`src/rtl/fpadd_seq_if.sv`:
```
// Handshake and data bundle for the sequential single-precision adder.
// master: the requester driving operands; slave: the adder itself.
interface fpadd_seq_if;
  logic        start;
  logic [31:0] a;
  logic [31:0] b;
  logic        busy;
  logic        done;
  logic [31:0] result;
  logic [2:0]  flags;

  modport master (output start, a, b, input busy, done, result, flags);
  modport slave  (input start, a, b, output busy, done, result, flags);
endinterface

```
`src/rtl/fpadd_seq.sv`:
```
// Multi-cycle IEEE-754 single-precision adder, truncating rounding.
// Optional build macro FPADD_SPECIAL_EN: NaN/infinity inputs bypass the
// datapath from UNPACK straight to PACK. Without it, exponent 255 is just
// a large exponent and overflow saturates to infinity in PACK.
//
// state  | meaning
// IDLE   | waiting for start, operands latched on accept
// UNPACK | decode fields, order operands by magnitude, load align count
// ALIGN  | shift smaller significand right, one bit per cycle
// ADD    | 25-bit add or subtract of significands
// NORM   | carry fix-up or left-normalise one bit per cycle
// PACK   | assemble result word and flags
// DONE   | one-cycle done pulse
module fpadd_seq (
  input  logic        clk,
  input  logic        reset,
  fpadd_seq_if.slave  bus
);

  typedef enum logic [2:0] {
    S_IDLE, S_UNPACK, S_ALIGN, S_ADD, S_NORM, S_PACK, S_DONE
  } state_t;

  state_t      state, state_nx;
  logic        busy_c, done_c;

  logic [31:0] op_a, op_b;
  logic        sign_l, sign_s;
  logic [23:0] sig_l, sig_s;
  logic [7:0]  diff;
  logic [24:0] sum;
  logic [9:0]  exp_r;
  logic        spec_valid;
  logic [31:0] spec_res_r;
  logic [31:0] result_r;
  logic [2:0]  flags_r;

  // Operand ordering; raw magnitude bits compare correctly including denormals.
  logic        a_ge;
  logic [31:0] op_l, op_s;
  logic [7:0]  el_u, es_u, diff_u;
  assign a_ge   = (op_a[30:0] >= op_b[30:0]);
  assign op_l   = a_ge ? op_a : op_b;
  assign op_s   = a_ge ? op_b : op_a;
  assign el_u   = (op_l[30:23] == 8'd0) ? 8'd1 : op_l[30:23];
  assign es_u   = (op_s[30:23] == 8'd0) ? 8'd1 : op_s[30:23];
  assign diff_u = el_u - es_u;

  logic        special_hit;
  logic [31:0] spec_res;
`ifdef FPADD_SPECIAL_EN
  logic nan_a, nan_b, inf_a, inf_b;
  assign nan_a = (&op_a[30:23]) && (|op_a[22:0]);
  assign nan_b = (&op_b[30:23]) && (|op_b[22:0]);
  assign inf_a = (&op_a[30:23]) && !(|op_a[22:0]);
  assign inf_b = (&op_b[30:23]) && !(|op_b[22:0]);
  assign special_hit = nan_a | nan_b | inf_a | inf_b;
  assign spec_res = (nan_a || nan_b || (inf_a && inf_b && (op_a[31] != op_b[31])))
                    ? 32'h7FC0_0000 : (inf_a ? op_a : op_b);
`else
  assign special_hit = 1'b0;
  assign spec_res    = 32'h0000_0000;
`endif

  logic norm_shl;
  assign norm_shl = !sum[23] && (sum != 25'd0) && (exp_r > 10'd1);

  // Assemble the packed result from the normalised sum.
  logic [31:0] pack_res;
  always_comb begin
    pack_res = {sign_l, exp_r[7:0], sum[22:0]};
    if (spec_valid)
      pack_res = spec_res_r;
    else if (exp_r >= 10'd255)
      pack_res = {sign_l, 8'hFF, 23'd0};
    else if (sum == 25'd0)
      pack_res = 32'h0000_0000;
    else if (!sum[23])
      pack_res = {sign_l, 8'h00, sum[22:0]};
  end

  function automatic logic [2:0] classify(input logic [31:0] v);
    logic zero_f, inf_f, nan_f;
    zero_f = (v[30:0] == 31'd0);
    inf_f  = (&v[30:23]) && (v[22:0] == 23'd0);
    nan_f  = (&v[30:23]) && (v[22:0] != 23'd0);
    return {zero_f, inf_f, nan_f};
  endfunction

  // State register.
  always_ff @(posedge clk or negedge reset) begin
    if (!reset) state <= S_IDLE;
    else        state <= state_nx;
  end

  // Next-state and status outputs.
  always_comb begin
    state_nx = state;
    busy_c   = 1'b1;
    done_c   = 1'b0;
    case (state)
      S_IDLE: begin
        busy_c = 1'b0;
        if (bus.start) state_nx = S_UNPACK;
      end
      S_UNPACK: begin
        if (special_hit)          state_nx = S_PACK;
        else if (diff_u == 8'd0)  state_nx = S_ADD;
        else                      state_nx = S_ALIGN;
      end
      S_ALIGN: if (diff >= 8'd25 || diff == 8'd1) state_nx = S_ADD;
      S_ADD:   state_nx = S_NORM;
      S_NORM: begin
        if (sum[24])       state_nx = S_PACK;
        else if (norm_shl) state_nx = S_NORM;
        else               state_nx = S_PACK;
      end
      S_PACK:  state_nx = S_DONE;
      S_DONE: begin
        done_c   = 1'b1;
        state_nx = S_IDLE;
      end
      default: state_nx = S_IDLE;
    endcase
  end

  // Datapath registers, advanced by the current state.
  always_ff @(posedge clk or negedge reset) begin
    if (!reset) begin
      op_a       <= 32'd0;
      op_b       <= 32'd0;
      sign_l     <= 1'b0;
      sign_s     <= 1'b0;
      sig_l      <= 24'd0;
      sig_s      <= 24'd0;
      diff       <= 8'd0;
      sum        <= 25'd0;
      exp_r      <= 10'd0;
      spec_valid <= 1'b0;
      spec_res_r <= 32'd0;
      result_r   <= 32'd0;
      flags_r    <= 3'b100;
    end else begin
      case (state)
        S_IDLE: begin
          if (bus.start) begin
            op_a       <= bus.a;
            op_b       <= bus.b;
            spec_valid <= 1'b0;
          end
        end
        S_UNPACK: begin
          sign_l     <= op_l[31];
          sign_s     <= op_s[31];
          sig_l      <= {|op_l[30:23], op_l[22:0]};
          sig_s      <= {|op_s[30:23], op_s[22:0]};
          diff       <= diff_u;
          exp_r      <= {2'b00, el_u};
          spec_valid <= special_hit;
          spec_res_r <= spec_res;
        end
        S_ALIGN: begin
          if (diff >= 8'd25) begin
            sig_s <= 24'd0;
            diff  <= 8'd0;
          end else begin
            sig_s <= sig_s >> 1;
            diff  <= diff - 8'd1;
          end
        end
        S_ADD: begin
          if (sign_l == sign_s) sum <= {1'b0, sig_l} + {1'b0, sig_s};
          else                  sum <= {1'b0, sig_l} - {1'b0, sig_s};
        end
        S_NORM: begin
          if (sum[24]) begin
            sum   <= sum >> 1;
            exp_r <= exp_r + 10'd1;
          end else if (norm_shl) begin
            sum   <= sum << 1;
            exp_r <= exp_r - 10'd1;
          end
        end
        S_PACK: begin
          result_r <= pack_res;
          flags_r  <= classify(pack_res);
        end
        default: ;
      endcase
    end
  end

  assign bus.busy   = busy_c;
  assign bus.done   = done_c;
  assign bus.result = result_r;
  assign bus.flags  = flags_r;

endmodule
```
`src/flat_wrapper.sv`:
```
// flat-port wrapper written by rule: the top's interface ports become plain ports
module fpadd_seq_flat 
  (clk, reset, bus_start, bus_a, bus_b, bus_busy, bus_done, bus_result, bus_flags);
  fpadd_seq_if bus_i ();
  input  logic clk;
  input  logic reset;
  input wire logic [$bits(bus_i.start)-1:0] bus_start;
  input wire logic [$bits(bus_i.a)-1:0] bus_a;
  input wire logic [$bits(bus_i.b)-1:0] bus_b;
  output wire logic [$bits(bus_i.busy)-1:0] bus_busy;
  output wire logic [$bits(bus_i.done)-1:0] bus_done;
  output wire logic [$bits(bus_i.result)-1:0] bus_result;
  output wire logic [$bits(bus_i.flags)-1:0] bus_flags;
  assign bus_i.start = bus_start;
  assign bus_i.a = bus_a;
  assign bus_i.b = bus_b;
  assign bus_busy = bus_i.busy;
  assign bus_done = bus_i.done;
  assign bus_result = bus_i.result;
  assign bus_flags = bus_i.flags;
  fpadd_seq u_core (.clk(clk), .reset(reset), .bus(bus_i));
endmodule
```
`config.mk`:
```
export PLATFORM = sky130hd
export DESIGN_NAME = fpadd_seq_flat
export DESIGN_NICKNAME = d
export VERILOG_FILES = /design/src/rtl/fpadd_seq_if.sv /design/src/rtl/fpadd_seq.sv /design/src/flat_wrapper.sv
export SDC_FILE = /design/constraint.sdc
export NUM_CORES = 1
export LEC_CHECK = 0
export CORE_MARGIN = 2
export CORE_UTILIZATION = 25
export CTS_CLUSTER_DIAMETER = 200
export DETAILED_ROUTE_END_ITERATION = 16
export GPL_TIMING_DRIVEN = 0
export HOLD_SLACK_MARGIN = 0.08
export PLACE_DENSITY = 0.5
export SLEW_MARGIN = 40
export SYNTH_ARGS = -nofsm -noshare
export SYNTH_HDL_FRONTEND = slang
export SYNTH_SLANG_ARGS = --single-unit
```
`constraint.sdc`:
```
create_clock -name clk -period 7.5 [get_ports clk]
set_clock_uncertainty 0.05 [all_clocks]
set_input_delay 1.875 -clock clk [delete_from_list [all_inputs] [get_ports clk]]
set_output_delay 1.875 -clock clk [all_outputs]
set_load 0.005 [all_outputs]
```
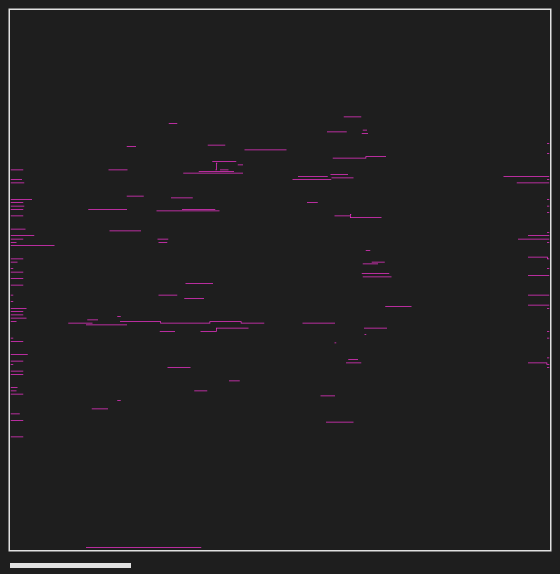
(images/met3.png)
Scale bar: 50 um.
main direction = horizontal
nets with wire on the layer = 106
longest straight run = 47.2 um
share of all routed wire = 2.6%
wire length on this layer = 895 um
met3 usage: 0.01812
overall routed net length: 34130 um
total number of vias: 9856

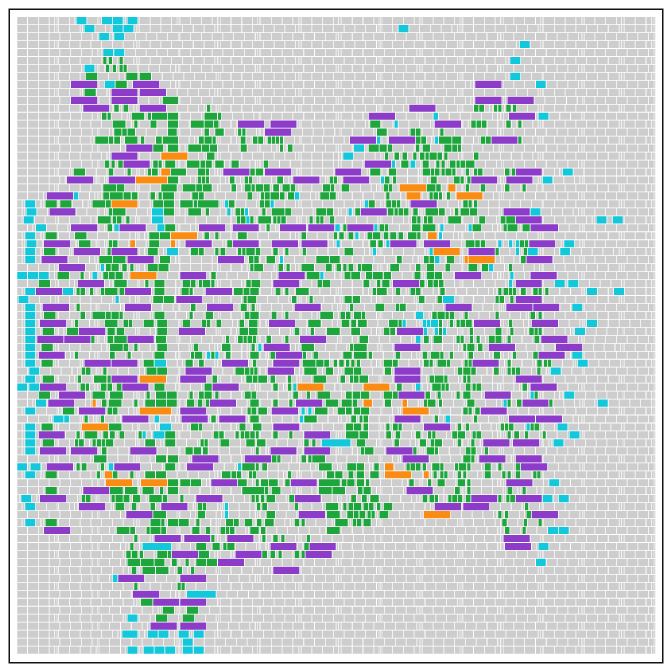
(images/cell_classes.png)
Fill, decap, tap and diode cells in gray.
other buffers and delay cells -> cyan  # cells 183, share of their area 11%
flip-flops -> purple  # cells 195, share of their area 36%
clock drivers and dummy loads -> orange  # cells 32, share of their area 4.2%
all other logic -> green  # cells 1061, share of their area 49%
core area: 47450 um2
design area: 14410 um2
row cnt: 80
Seq area share: 0.3387

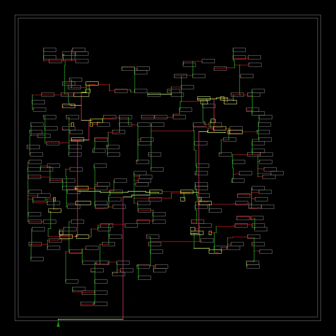
(images/final_clocks.png)
CTS Buf Count: 17
registers: 195
number of clock-tree buffers in the layout: 20
Clk Latency, worst-skew pair: 0.45 ns

==> ci_impl_report.md <==
### Metrics collected by this job

| Metric | Value |
|---|---|
| Most frequent cells after synthesis | `nand2_1 (216), dfrtp_1 (194), o21ai_0 (160), a21oi_1 (91), nor2_1 (79)` |
| Warnings, synthesis | `0` |
| Total Neg Setup Slack | `0 ns` |
| Top sig layer | `met4` |
| Yosys Instances | `1333` |
| Cts hold-fix bufs | `0` |
| Residual DRC count | `0` |
| DRT Pass-1 Iters | `5` |
| Vias/cell | `4.725` |
| XORs/XNORs by Area | `0.03519` |
| GR Util All Layers | `0.1407` |
| Most used routing layer | `met2` |
| Worst Setup EP | `u_core.state[0]$_DFFE_PN0P_` |
| Most frequent cell after synthesis | `nand2_1` |
| HP Class | `register to register` |
| Crit-path max FO | `10` |
| # resized after CTS | `0` |
| Largest class | `multi-input combinational cells` |
| Fmax | `0.2047 GHz` |
| FILL cells | `5096` |
| Root buffer cell | `clkbuf_16` |
| Init Core Util | `0.2518` |
| Reg clk slew, reported paths | `0.08 ns` |
| Top cell area share | `0.4064` |
| RSZ-0062 raised after global routing | `no` |
| FF-to-FF path depth | `19` |
| DR iter-0 viols | `571` |
| Commonest Layout Cell | `nand2_1` |
| Layout area overhead | `20.64%` |
| Cell area leaders | `dfrtp_1 (41%), ha_1 (7.1%), nand2_1 (6.8%), o21ai_0 (6.7%), mux2i_1 (5.3%)` |
| Share of layout cells above drive strength 1 | `0.07546` |
| First-pass GRT wire length | `55800 um` |
| Area leader, netlist | `dfrtp_1` |
| GR Layer Usage met2 | `0.2248` |
| Repair and plain buffers | `183` |
| Max Slew Vio Count | `0` |
| Routed metal-1 wirelength | `17400 um` |
| WP data arrival | `5.23 ns` |
| Post-synth seq share | `0.4086` |
| Worst r2r src | `u_core.op_a[14]$_DFFE_PN0P_` |
| Endpoints failing setup | `0` |
| Overflow after GRT | `0` |
| Post-Synth Simple-Gate Area | `0.1485` |
| Sequential Area | `4881 um2` |
| YS chip area | `11950 um2` |
| Crit path cell chain | `ha_1, nand4_1, nor2_1, o311ai_1, a211oi_1, o21ai_1, o211ai_2, buf_6, mux2i_1, inv_1, ha_1, nor2b_1, o21ai_0, a21boi_1, o21ai_0, a21boi_1, or4_1, nor3_1, o21a_1` |
| Max cap viols | `0` |
| Tap Cells | `615` |
| Slew @ Worst Pin | `0.7818 ns` |
| Worst R2R Setup Slack | `2.61 ns` |
| Mapped Cells | `1333` |
| Count of clock tree sinks | `195` |
| Top Layout Cells | `nand2_1 (216), dfrtp_1 (194), o21ai_0 (160)` |
| Syn_area_per_cell | `8.961 um2` |
| CP Launch Point | `u_core.op_a[14]$_DFFE_PN0P_` |
| Depth of the worst hold-timing path | `2` |
| Buffer share of cell area | `0.1035` |
| Wirelength per Cell | `16.36 um` |
| Critical path buffers and inverters | `2` |
| Detail Route met3 WL | `894 um` |
| Die width | `222.6 um` |
| Max Root-Sink Buffers | `2` |
| Die H | `222.6 um` |
| Fin nets | `1595` |
| Hold Vio Cnt, Final | `0` |
| Comb/total area | `0.4511` |
| Critical path class | `register to register` |
| Number of enable flip-flop cells | `0` |
| # IOs | `104` |
| Required @ worst endpoint | `7.84 ns` |
| Initial antenna violation count | `0` |
| Tcrit/Tclk final | `0.6515` |
| Inst Count DP | `2054` |
| Final Wtd Congestion | `0.8550` |
| Yosys adder share | `0.07458` |
| Largest net degree at the start of global routing | `64` |
| Yosys aoi share | `0.1947` |
| Fin util | `0.3037` |
| Combinational gate count | `1010` |
| Max stage delay cell, worst path | `or4_1` |
| RR Endpoint | `u_core.state[0]$_DFFE_PN0P_` |
| Global-route met1 utilization | `0.2016` |
| Post-DRT Antenna Nets | `0` |
| Hold path startpoint | `u_core.bus.result[15]$_DFFE_PN0N_` |
| Port Buffers | `103` |
| Critical path's top delay family | `AND-OR/OR-AND gates` |
| Htree depth | `4` |
| Post-synth regs | `195` |
| Multiplexer share | `0.09113` |
| Final Hold Slack | `0.4319 ns` |
| Slew margin rel. | `0.4769` |
| Invs w/o clock | `51` |
| Logic area | `6500 um2` |
| ClkCell Share | `0.04003` |
| Ys async rst share | `1.000` |
| CTS tree | `done` |
| Status | `completed` |
| Mapped cell area | `11950 um2` |
| Final min period | `4.886 ns` |
| OpenROAD warnings | `29` |
| Post-CTS Setup Bufs | `0` |
| Detailed-placement wirelength estimate | `27280 um` |
| Die footprint | `49550 um2` |
| Crit. End Element | `register` |
| Top comb family, area | `AND-OR/OR-AND gates` |
| Via count of the first global-routing pass | `9928` |
| Placed Area | `13830 um2` |
| Hold Path End | `u_core.bus.result[15]$_DFFE_PN0N_` |
| Final Instance Count excl. Fillers | `2086` |
| Worst setup SP type | `register` |
| Net Count, Synth | `1470` |
| Pre-CTS setup slack | `2.612 ns` |
| Metal2 WL | `15510 um` |
| Ys flop type | `dfrtp_1` |
| Post-route setup slack | `2.614 ns` |
| N_diodes | `0` |
| Crit path depth | `19` |
| Distinct lib cells used | `68` |
| Max incr delay on CP | `0.53 ns` |
